--- src/rtl/frame_buffer_scan_controller_pkg.sv ---
`default_nettype none
// ============================================================================
// Module      : frame_buffer_scan_controller_pkg
// Description : Shared state encoding, 3x3-matrix slot indices and a slot
//               slicing helper for the frame buffer scan controller.
// Revision    : 1.0  initial release
// ============================================================================
package frame_buffer_scan_controller_pkg;

    // Controller phases: fill the buffer, then read/capture/present per pixel.
    typedef enum logic [2:0] {
        S_FILL    = 3'd0,
        S_READ    = 3'd1,
        S_CAPTURE = 3'd2,
        S_PRESENT = 3'd3,
        S_DONE    = 3'd4
    } scan_state_t;

    // Neighbour slot positions inside a packed matrix, TL in the top slot.
    localparam int unsigned c_slot_tl = 7;
    localparam int unsigned c_slot_t  = 6;
    localparam int unsigned c_slot_tr = 5;
    localparam int unsigned c_slot_ml = 4;
    localparam int unsigned c_slot_mr = 3;
    localparam int unsigned c_slot_bl = 2;
    localparam int unsigned c_slot_b  = 1;
    localparam int unsigned c_slot_br = 0;

    // Bit offset of a neighbour slot for a given pixel depth.
    function automatic int unsigned slot_lsb(input int unsigned slot,
                                             input int unsigned depth);
        return slot * depth;
    endfunction

endpackage
`default_nettype wire

--- src/rtl/frame_buffer_scan_controller_raster_counter.sv ---
`default_nettype none
// ============================================================================
// Module      : raster_counter
// Description : Row/column raster position counter with increment-and-wrap,
//               synchronous clear and a last-position flag.
// Revision    : 1.0  initial release
// ============================================================================
module raster_counter
    import frame_buffer_scan_controller_pkg::*;
#(
    parameter int P_COLUMNS = 640,
    parameter int P_ROWS    = 4
) (
    input  logic                        clk,
    input  logic                        rst_n,
    input  logic                        i_enable,
    input  logic                        i_clear,
    output logic [$clog2(P_ROWS)-1:0]    o_row,
    output logic [$clog2(P_COLUMNS)-1:0] o_column,
    output logic                        o_last
);

    localparam int c_col_bits = $clog2(P_COLUMNS);
    localparam int c_row_bits = $clog2(P_ROWS);
    localparam logic [c_col_bits-1:0] c_col_last = c_col_bits'(P_COLUMNS - 1);
    localparam logic [c_row_bits-1:0] c_row_last = c_row_bits'(P_ROWS - 1);

    logic [c_row_bits-1:0] r_row;
    logic [c_col_bits-1:0] r_column;

    // Advance one pixel in raster order; the last pixel wraps back to (0,0).
    always_ff @(posedge clk) begin
        if (!rst_n || i_clear) begin
            r_row    <= '0;
            r_column <= '0;
        end else if (i_enable) begin
            if (r_column == c_col_last) begin
                r_column <= '0;
                if (r_row == c_row_last) begin
                    r_row <= '0;
                end else begin
                    r_row <= r_row + 1'b1;
                end
            end else begin
                r_column <= r_column + 1'b1;
            end
        end
    end

    assign o_row    = r_row;
    assign o_column = r_column;
    assign o_last   = (r_row == c_row_last) && (r_column == c_col_last);

endmodule
`default_nettype wire

--- src/rtl/frame_buffer_scan_controller.sv ---
`default_nettype none
// ============================================================================
// Module      : frame_buffer_scan_controller
// Description : Fills the 3x3-neighbourhood frame buffer with one raster frame,
//               then sweeps every pixel, reading each neighbourhood matrix and
//               presenting it downstream with a valid/ready handshake.
// Revision    : 1.0  initial release
// ============================================================================
module frame_buffer_scan_controller
    import frame_buffer_scan_controller_pkg::*;
#(
    parameter int P_COLUMNS     = 640,
    parameter int P_ROWS        = 4,
    parameter int P_PIXEL_DEPTH = 8,
    localparam int P_COLUMNS_BIT_COUNT = $clog2(P_COLUMNS),
    localparam int P_ROWS_BIT_COUNT    = $clog2(P_ROWS),
    localparam int P_MATRIX_BIT_COUNT  = P_PIXEL_DEPTH * 8
) (
    input  logic                           I_CLK,
    input  logic                           I_RESET_N,
    input  logic [P_PIXEL_DEPTH-1:0]       I_PIXEL,
    input  logic                           I_PIXEL_VALID,
    output logic                           O_PIXEL_READY,
    output logic [P_COLUMNS_BIT_COUNT-1:0] O_BUF_COLUMN,
    output logic [P_ROWS_BIT_COUNT-1:0]    O_BUF_ROW,
    output logic [P_PIXEL_DEPTH-1:0]       O_BUF_PIXEL,
    output logic                           O_BUF_WRITE_ENABLE,
    output logic                           O_BUF_READ_ENABLE,
    input  logic [P_MATRIX_BIT_COUNT-1:0]  I_BUF_PIXEL_MATRIX,
    output logic [P_MATRIX_BIT_COUNT-1:0]  O_MATRIX,
    output logic [P_ROWS_BIT_COUNT-1:0]    O_MATRIX_ROW,
    output logic [P_COLUMNS_BIT_COUNT-1:0] O_MATRIX_COLUMN,
    output logic                           O_MATRIX_VALID,
    input  logic                           I_MATRIX_READY,
    output logic                           O_FRAME_DONE
);

    scan_state_t r_state;
    scan_state_t w_state_next;

    logic [P_ROWS_BIT_COUNT-1:0]    w_wr_row;
    logic [P_COLUMNS_BIT_COUNT-1:0] w_wr_column;
    logic                           w_wr_last;
    logic [P_ROWS_BIT_COUNT-1:0]    w_rd_row;
    logic [P_COLUMNS_BIT_COUNT-1:0] w_rd_column;
    logic                           w_rd_last;
    logic                           w_fill;
    logic                           w_pixel_accept;
    logic                           w_matrix_accept;
    logic                           w_done;

    logic [P_ROWS_BIT_COUNT-1:0]    r_addr_row;
    logic [P_COLUMNS_BIT_COUNT-1:0] r_addr_column;
    logic [P_MATRIX_BIT_COUNT-1:0]  r_matrix;
    logic [P_ROWS_BIT_COUNT-1:0]    r_matrix_row;
    logic [P_COLUMNS_BIT_COUNT-1:0] r_matrix_column;
    logic                           r_matrix_valid;

    // Fill is gated by reset so the write side stays quiet while reset is held.
    assign w_fill          = (r_state == S_FILL) && I_RESET_N;
    assign w_pixel_accept  = w_fill && I_PIXEL_VALID;
    assign w_matrix_accept = (r_state == S_PRESENT) && I_MATRIX_READY;
    assign w_done          = (r_state == S_DONE);

    // Write-side position: wraps to (0,0) on the last pixel of the frame.
    raster_counter #(
        .P_COLUMNS (P_COLUMNS),
        .P_ROWS    (P_ROWS)
    ) u_write_counter (
        .clk      (I_CLK),
        .rst_n    (I_RESET_N),
        .i_enable (w_pixel_accept),
        .i_clear  (w_done),
        .o_row    (w_wr_row),
        .o_column (w_wr_column),
        .o_last   (w_wr_last)
    );

    // Read-side position: advances once per accepted downstream matrix.
    raster_counter #(
        .P_COLUMNS (P_COLUMNS),
        .P_ROWS    (P_ROWS)
    ) u_read_counter (
        .clk      (I_CLK),
        .rst_n    (I_RESET_N),
        .i_enable (w_matrix_accept),
        .i_clear  (w_done),
        .o_row    (w_rd_row),
        .o_column (w_rd_column),
        .o_last   (w_rd_last)
    );

    // State register.
    always_ff @(posedge I_CLK) begin
        if (!I_RESET_N) begin
            r_state <= S_FILL;
        end else begin
            r_state <= w_state_next;
        end
    end

    // Next-state and buffer-side strobes; addresses hold outside fill/read.
    always_comb begin
        w_state_next       = r_state;
        O_PIXEL_READY      = w_fill;
        O_BUF_WRITE_ENABLE = 1'b0;
        O_BUF_READ_ENABLE  = 1'b0;
        O_BUF_PIXEL        = '0;
        O_BUF_ROW          = r_addr_row;
        O_BUF_COLUMN       = r_addr_column;
        O_FRAME_DONE       = 1'b0;
        case (r_state)
            S_FILL: begin
                O_BUF_WRITE_ENABLE = w_pixel_accept;
                O_BUF_PIXEL        = w_fill ? I_PIXEL : '0;
                O_BUF_ROW          = w_wr_row;
                O_BUF_COLUMN       = w_wr_column;
                if (w_pixel_accept && w_wr_last) begin
                    w_state_next = S_READ;
                end
            end
            S_READ: begin
                O_BUF_READ_ENABLE = 1'b1;
                O_BUF_ROW         = w_rd_row;
                O_BUF_COLUMN      = w_rd_column;
                w_state_next      = S_CAPTURE;
            end
            S_CAPTURE: begin
                w_state_next = S_PRESENT;
            end
            S_PRESENT: begin
                if (I_MATRIX_READY) begin
                    w_state_next = w_rd_last ? S_DONE : S_READ;
                end
            end
            S_DONE: begin
                O_FRAME_DONE = 1'b1;
                w_state_next = S_FILL;
            end
            default: begin
                w_state_next = S_FILL;
            end
        endcase
    end

    // Held buffer address, plus the downstream matrix register and its valid.
    always_ff @(posedge I_CLK) begin
        if (!I_RESET_N) begin
            r_addr_row      <= '0;
            r_addr_column   <= '0;
            r_matrix        <= '0;
            r_matrix_row    <= '0;
            r_matrix_column <= '0;
            r_matrix_valid  <= 1'b0;
        end else begin
            r_addr_row    <= O_BUF_ROW;
            r_addr_column <= O_BUF_COLUMN;
            if (r_state == S_CAPTURE) begin
                r_matrix        <= I_BUF_PIXEL_MATRIX;
                r_matrix_row    <= w_rd_row;
                r_matrix_column <= w_rd_column;
                r_matrix_valid  <= 1'b1;
            end else if (w_matrix_accept) begin
                r_matrix_valid <= 1'b0;
            end
        end
    end

    assign O_MATRIX        = r_matrix;
    assign O_MATRIX_ROW    = r_matrix_row;
    assign O_MATRIX_COLUMN = r_matrix_column;
    assign O_MATRIX_VALID  = r_matrix_valid;

endmodule
`default_nettype wire

--- config.mk ---
export PLATFORM = sky130hd
export DESIGN_NAME = frame_buffer_scan_controller
export DESIGN_NICKNAME = d
export VERILOG_FILES = /design/src/rtl/frame_buffer_scan_controller_pkg.sv /design/src/rtl/frame_buffer_scan_controller_raster_counter.sv /design/src/rtl/frame_buffer_scan_controller.sv
export SDC_FILE = /design/constraint.sdc
export NUM_CORES = 1
export LEC_CHECK = 0
export CAP_MARGIN = 20
export CORE_MARGIN = 4
export CORE_UTILIZATION = 39
export DETAILED_ROUTE_END_ITERATION = 6
export GPL_ROUTABILITY_DRIVEN = 0
export PLACE_DENSITY = 0.75
export SETUP_SLACK_MARGIN = 0.5
export SLEW_MARGIN = 20
export SYNTH_ARGS = -nofsm -noshare
export SYNTH_HDL_FRONTEND = slang
export SYNTH_SLANG_ARGS = --single-unit
--- constraint.sdc ---
create_clock -name I_CLK -period 1.5 [get_ports I_CLK]
set_input_delay 0.375 -clock I_CLK [delete_from_list [all_inputs] [get_ports I_CLK]]
set_output_delay 0.375 -clock I_CLK [all_outputs]
set_load 0.02 [all_outputs]
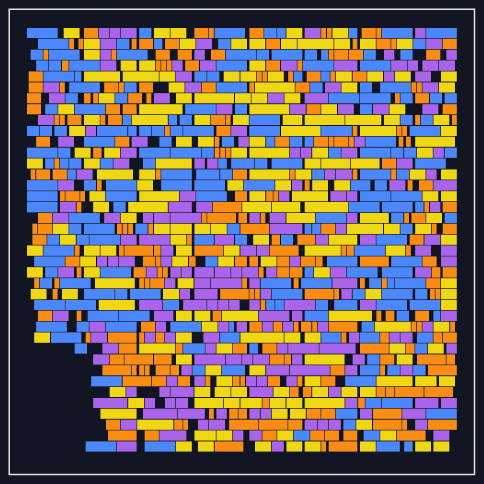
(run_1/sizes.png)
Drawn at 4 px/um.
| size | colour | cells | most used |
|---|---|---|---|
| _6 and larger | yellow | 193 | buf_6 |
| _0 and _1 cells | orange | 274 | nand2_1 |
| _2 cells | blue | 214 | dfxtp_2 |
| _3 and _4 cells | purple | 199 | buf_4 |
Final WS setup: -0.727 ns
Area Growth Syn to Fin: 126%
bufs w/o clock: 327
design area: 10,300 um2

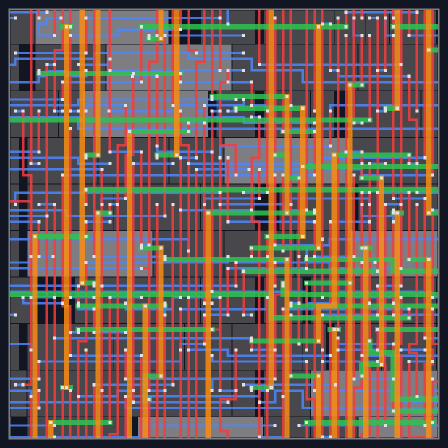
(run_1/detail.png)
Region (45, 45) to (70, 70) um. Cells in grey, sequential cells in the stronger grey; small squares are vias.
| layer | colour |
|---|---|
| metal 2 | red |
| metal 4 | orange |
| metal 1 | blue |
| metal 3 | green |
sequential cells in the window: 7
cells with their middle in the window: 51
most frequent: buf_6 (7), buf_4 (5), dfxtp_1 (5)
netlist names of flops here include: `u_read_counter.o_column` (3), `u_write_counter.o_column` (3)

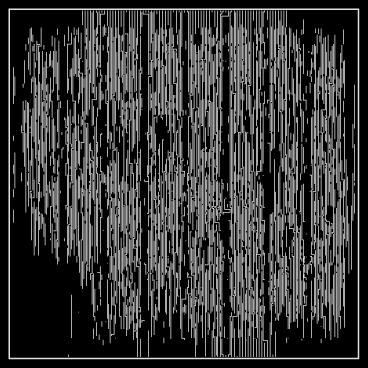
(run_1/layer_met2.png)
Drawn at 3 px/um.
longest straight run: 62.0 um
main direction: vertical
Final Routed Wirelength: 28.1 mm
Via Count: 6,086
met2 usage: 52.0%

[run 1: sequential cells by signal, indices dropped and copies added (netlist names)]
register,flops
O_MATRIX_COLUMN,10
r_addr_row,2
u_write_counter.o_column,10
u_write_counter.o_row,2
u_read_counter.o_column,10
u_read_counter.o_row,2
O_MATRIX,64
r_addr_column,10
O_MATRIX_VALID,1
O_MATRIX_ROW,2
r_state,3
[run 1: cells in the mapped netlist (all sizes together), types with 2 or more instances]
cell type,number
nand2,163
dfxtp,116
a21oi,92
nor2,40
clkbuf,25
and2,24
mux2i,16
xnor2,12
buf,10
nand3,7
nand4,5
nor3,5
nor4,5
ha,4
xor2,4
inv,3
nand2b,3
a31oi,2
and3,2
and4b,2
nor3b,2
o21ai,2
==> flow_metrics.py, run 1 <==
# Synthesis and PnR figures
metrics = {
    "run_status": {
        "status": "complete, but fails checks",
        "violations": "design-rule violations, negative setup slack",
    },
    "routing": {
        "first_pass_iters": 7,
        "dr_wl_met2_mm": 14.0,
        "vias_per_cell": 5.95,
        "ant_nets": 0,
        "drt_iter0_markers": 624,
        "drc_errors": 1,
        "wl_met3_mm": 2.31,
        "top_layer": "met4",
        "drt-met1-wl_mm": 9.46,
    },
    "worst_hold_path": {
        "worstHoldPathCells": 2,
        "min_to": "O_MATRIX[0]",
        "hold_start": "O_MATRIX[0]",
        "hold_path.class": "register to register",
    },
    "critical_path": {
        "r2r-end": "u_write_counter.o_column[4]",
        "worstSetupPathType": "register to primary output",
        "slowest_stage": "dfxtp_2",
        "cp_num_buf_inv": 2,
        "worstRegToRegCells": 9,
        "r2r_start": "r_state[0]",
        "startpoint": "r_state[0]",
        "crit_required_ns": 1.12,
        "cp_top_family": "buffers and inverters",
        "path_depth": 4,
        "cp.arrival_ns": 1.85,
        "critPathMaxFanout": 19,
        "cp-end-kind": "primary output",
        "crit_end": "O_BUF_COLUMN[7]",
        "start_kind": "register",
        "r2r_slack_ns": -0.60,
    },
    "global_route": {
        "top_usage_layer": "met2",
        "grt.met3_usage_pct": 7.52,
        "grt_usage_pct": 30.0,
        "grt_pass1_vias": 5799,
        "antenna_found_initial": 0,
        "grt_first_pass_wirelength_mm": 30.8,
        "grt_max_degree": 59,
        "grt_overflow_total": 0,
        "met1_usage_pct": 32.9,
    },
    "final_layout": {
        "nMultiInputCombCells": 402,
        "clock_tree_area_fraction_pct": 5.98,
        "comb_area_share_pct": 33.2,
        "ff_count": 116,
        "finalNetCount": 949,
        "n_all_inverters": 5,
        "combGateArea_um2": 3410,
        "nClkBuffers": 20,
        "final_cells": 1023,
        "nFillCells": 372,
        "lay_top_cells": "buf_6 (144), dfxtp_2 (87), nand2_1 (86), a21oi_2 (81), buf_4 (78)",
        "sh_seq_area_pct": 23.7,
        "drive_above_1_share_pct": 68.9,
        "lay_top_count": "buf_6",
        "layout.nonclk_buf_share_pct": 35.0,
    },
    "clocking": {
        "clk_pin_slew_ns": 0.05,
        "clk_path_buf_depth": 2,
        "clock_tree.root_cell": "clkbuf_16",
        "postCtsSetupBuffers": 40,
        "cts_hold_buffers": 0,
        "numClockSinks": 116,
        "insertion_delay_ns": 0.43,
        "cts_buffers": 17,
        "cts_resized": 843,
        "tritoncts": "done",
        "h-tree-depth": 4,
    },
    "timing": {
        "setup_ws_ns": -0.727,
        "tightest_slew_ns": 0.735,
        "hold_viol": 0,
        "slew_viol_final": 0,
        "slew_headroom_pct": 51.0,
        "min_period_ns": 2.23,
        "grt_setup_unrepaired": "yes",
        "setup_viol": 127,
        "hold_ws_ns": 0.473,
        "finalClockPeriodUsage_pct": 148,
        "tns_ns": -53.86,
    },
    "power": {
        "p_int_mw": 6.23,
        "p_comb_share_pct": 7.1,
        "seq_power_mw": 3.09,
        "peakVddDrop_uv": 830,
        "seqPwrFrac_pct": 38.1,
        "power-top-group": "the clock network",
        "power.density_nw_per_um2": 791,
        "p_leak_nw": 4.52,
        "p_sw_mw": 1.88,
        "power_mw": 8.11,
        "comb-power_mw": 0.575,
        "switching_share_pct": 23.2,
    },
    "die": {
        "initCoreUtil_pct": 39.8,
        "fp.coreArea_um2": 11400,
        "die-height_um": 116,
        "taps": 143,
        "fp.dieW_um": 116,
        "floorplan.rows": 39,
        "io_pins": 177,
        "chipArea_um2": 13400,
    },
    "logic_synthesis": {
        "top_area_share_pct": 51.1,
        "synthCells": 556,
        "yosys.stat.chipArea_um2": 4540,
        "simple_gate_area_share_pct": 26.4,
        "ys_cells": 556,
        "edf_count": 0,
        "ys_sh_mux_pct": 3.53,
        "ys.flops": 116,
        "async_reset_ff_share_pct": 0,
        "topCellsByArea": "dfxtp_1 (51%), nand2_1 (13%), a21oi_1 (10%)",
        "synth_warnings": 0,
        "syn_nets": 636,
        "topCombFamilyByArea": "simple AND/OR/NAND/NOR gates",
        "xor_share_pct": 3.09,
        "ys_seq_share_pct": 51.1,
        "syn_area_per_cell_um2": 8.17,
        "synthFlopType": "dfxtp_1",
        "synth.distinct_cells": 40,
        "ys_sh_adder_pct": 1.10,
        "ys_sh_aoi_pct": 11.2,
        "synth_area_um2": 4540,
    },
    "run": {
        "drv_cap": 0,
        "warnings": 29,
    },
    "placement": {
        "hpwl_mm": 10.2,
        "numPortBuffers": 176,
        "placed_cells": 906,
        "post-place-ws_ns": -1.09,
        "placement.cell_area_um2": 6980,
    },
}
==> run 2, diff against run 1 <==
HOLD_SLACK_MARGIN = 0.05   (was default)
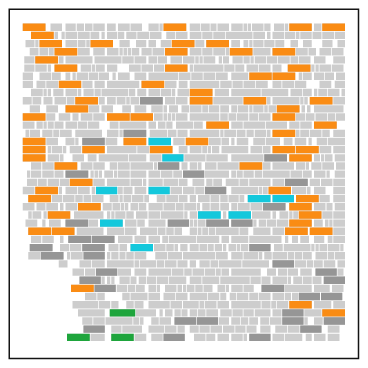
(run_2/flops_by_reg.png)
Drawn at 3 px/um.
| name in the netlist | colour | placed flops |
|---|---|---|
| `O_MATRIX` | orange | 64 |
| `r_state` | green | 3 |
| `u_read_counter.o_column` | cyan | 10 |
not coloured: 39
Seq. pwr: 3.09 mW
Final Util: 89.8%
Flop area: 2430 um2
sequential fraction of total cell area: 23.7%

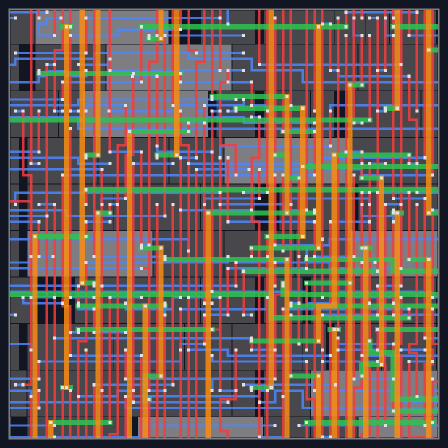
(run_2/detail.png)
Region (45, 45) to (70, 70) um. Cells in grey, sequential cells in the stronger grey; small squares are vias.
| layer | colour |
|---|---|
| metal 4 | orange |
| metal 3 | green |
| metal 2 | red |
| metal 1 | blue |
netlist names of flops here include: `u_read_counter.o_column` (3), `u_write_counter.o_column` (3)
cells with their middle in the window: 51
sequential cells in the window: 7
most frequent: buf_6 (7), buf_4 (5), dfxtp_1 (5)

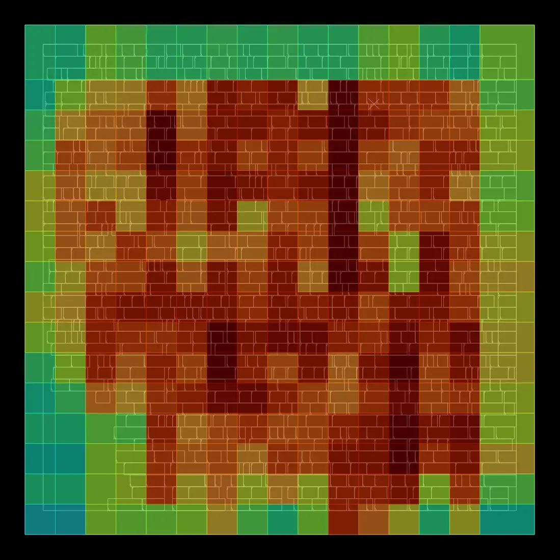
(run_2/congestion.png)
grt met3 use: 7.52%
WL/cell: 27.5 um
met1 Use GR: 32.9%
GRT Total Usage: 30.0%

==> run 2 against run 1 <==
  * The run still ends with design-rule violations, negative setup slack left
  * Core utilization unchanged
  * Setup slack unchanged
  * Clock-buffer cell count unchanged
  * Critical path depth unchanged
  * Die size unchanged
  * Sequential share of layout area unchanged
  * Routed wire length unchanged
  * Largest power group unchanged
==> flow_metrics.py, run 2 <==
# Synthesis and PnR figures
metrics = {
    "die": {
        "initCoreUtil_pct": 39.8,
        "taps": 143,
        "fp.dieW_um": 116,
        "die-height_um": 116,
        "io_pins": 177,
        "fp.coreArea_um2": 11400,
        "floorplan.rows": 39,
        "chipArea_um2": 13400,
    },
    "clocking": {
        "cts_resized": 843,
        "insertion_delay_ns": 0.43,
        "cts_buffers": 17,
        "clk_path_buf_depth": 2,
        "cts_hold_buffers": 0,
        "postCtsSetupBuffers": 40,
        "clock_tree.root_cell": "clkbuf_16",
        "numClockSinks": 116,
        "tritoncts": "done",
        "h-tree-depth": 4,
    },
    "run_status": {
        "violations": "design-rule violations, negative setup slack",
        "status": "complete, but fails checks",
    },
    "placement": {
        "hpwl_mm": 10.2,
        "post-place-ws_ns": -1.09,
        "placed_cells": 906,
        "placement.cell_area_um2": 6980,
    },
    "critical_path": {
        "cp.arrival_ns": 1.85,
        "critPathMaxFanout": 19,
        "cp_num_buf_inv": 2,
        "worstRegToRegCells": 9,
        "max_stage_delay_ns": 0.37,
        "start_kind": "register",
        "r2r_slack_ns": -0.60,
        "cp_top_family": "buffers and inverters",
        "r2r_start": "r_state[0]",
        "crit_chain": "buf_8 > mux2i_2 > a21oi_2 > clkdlybuf4s15_2",
        "crit_end": "O_BUF_COLUMN[7]",
        "path_depth": 4,
        "worstSetupPathType": "register to primary output",
        "crit_required_ns": 1.12,
        "r2r-end": "u_write_counter.o_column[4]",
        "slowest_stage": "dfxtp_2",
        "startpoint": "r_state[0]",
        "cp-end-kind": "primary output",
    },
    "logic_synthesis": {
        "syn_nets": 636,
        "topCellsByArea": "dfxtp_1 (51%), nand2_1 (13%), a21oi_1 (10%)",
        "synthFlopType": "dfxtp_1",
        "top_cells_by_count": "nand2_1 (163), dfxtp_1 (116), a21oi_1 (92)",
        "edf_count": 0,
        "syn_area_per_cell_um2": 8.17,
        "top_area_share_pct": 51.1,
        "ys_cells": 556,
        "yosysTopAreaCell": "dfxtp_1",
        "yosys.stat.chipArea_um2": 4540,
        "synthCells": 556,
        "synth_warnings": 0,
        "synth_area_um2": 4540,
        "async_reset_ff_share_pct": 0,
        "ys_seq_share_pct": 51.1,
        "synth.distinct_cells": 40,
        "top_cell": "nand2_1",
        "ys.flops": 116,
    },
    "final_layout": {
        "drive_above_1_share_pct": 68.9,
        "final_area_um2": 10300,
        "comb_area_share_pct": 33.2,
        "n_all_inverters": 5,
        "lay_top_count": "buf_6",
        "lay_top_cells": "buf_6 (144), dfxtp_2 (87), nand2_1 (86), a21oi_2 (81), buf_4 (78)",
        "combGateArea_um2": 3410,
        "ff_count": 116,
        "nFillCells": 372,
        "layout.nonclk_buf_share_pct": 35.0,
        "area_growth_pct": 126,
        "finalNetCount": 949,
        "nMultiInputCombCells": 402,
        "n_all_buffers": 327,
        "nClkBuffers": 20,
        "final_cells": 1023,
    },
    "timing": {
        "slew_viol_final": 0,
        "hold_viol": 0,
        "tightest_slew_ns": 0.735,
        "setup_viol": 127,
        "grt_setup_unrepaired": "yes",
        "tns_ns": -53.86,
        "min_period_ns": 2.23,
        "hold_ws_ns": 0.473,
        "slew_headroom_pct": 51.0,
        "setup_ws_ns": -0.727,
        "finalClockPeriodUsage_pct": 148,
        "fmax_mhz": 449,
    },
    "global_route": {
        "grt_first_pass_wirelength_mm": 30.8,
        "grt_pass1_vias": 5799,
        "grt_max_degree": 59,
        "antenna_found_initial": 0,
        "grt_overflow_total": 0,
    },
    "power": {
        "comb-power_mw": 0.575,
        "power-top-group": "the clock network",
        "p_sw_mw": 1.88,
        "seqPwrFrac_pct": 38.1,
        "switching_share_pct": 23.2,
        "peakVddDrop_uv": 830,
        "power.density_nw_per_um2": 791,
        "p_leak_nw": 4.52,
        "p_comb_share_pct": 7.1,
        "p_int_mw": 6.23,
    },
    "run": {
        "warnings": 29,
        "drv_cap": 0,
    },
    "worst_hold_path": {
        "hold_start": "O_MATRIX[0]",
        "hold_path.class": "register to register",
        "min_to": "O_MATRIX[0]",
        "worstHoldPathCells": 2,
    },
    "routing": {
        "drt_iter0_markers": 624,
        "wirelength_mm": 28.1,
        "vias_per_cell": 5.95,
        "drc_errors": 1,
        "ant_nets": 0,
        "routed-via-count": 6086,
        "first_pass_iters": 7,
    },
}
## run 2: cell counts after synthesis
Identical to the previous run, type by type.
## run 2: layer usage
layer / part of all wire [%] / vias up / global-route usage [%]
li1: - / 2475 / -
met1: 34 / 2950 / 32.9
met2: 50 / 464 / 52.0
met3: 8.2 / 197 / 7.52
met4: 8.5 / 0 / 18.3
met5: 0 / - / 0
## run 2: cells by family (layout without fill, tap and decap cells)
| logic type | after synthesis | in the layout | synth area share [%] |
|---|---|---|---|
| compound gates | 99 | 99 | 11.2 |
| xor+xnor | 16 | 16 | 3.09 |
| fa+ha+maj | 4 | 4 | 1.10 |
| buf+inv | 39 | 362 | 3.61 |
| flops | 116 | 116 | 51.1 |
| mux | 16 | 16 | 3.53 |
| simple gates | 266 | 267 | 26.4 |
Power figures rest on the tool's default switching activity, not on a simulated workload.
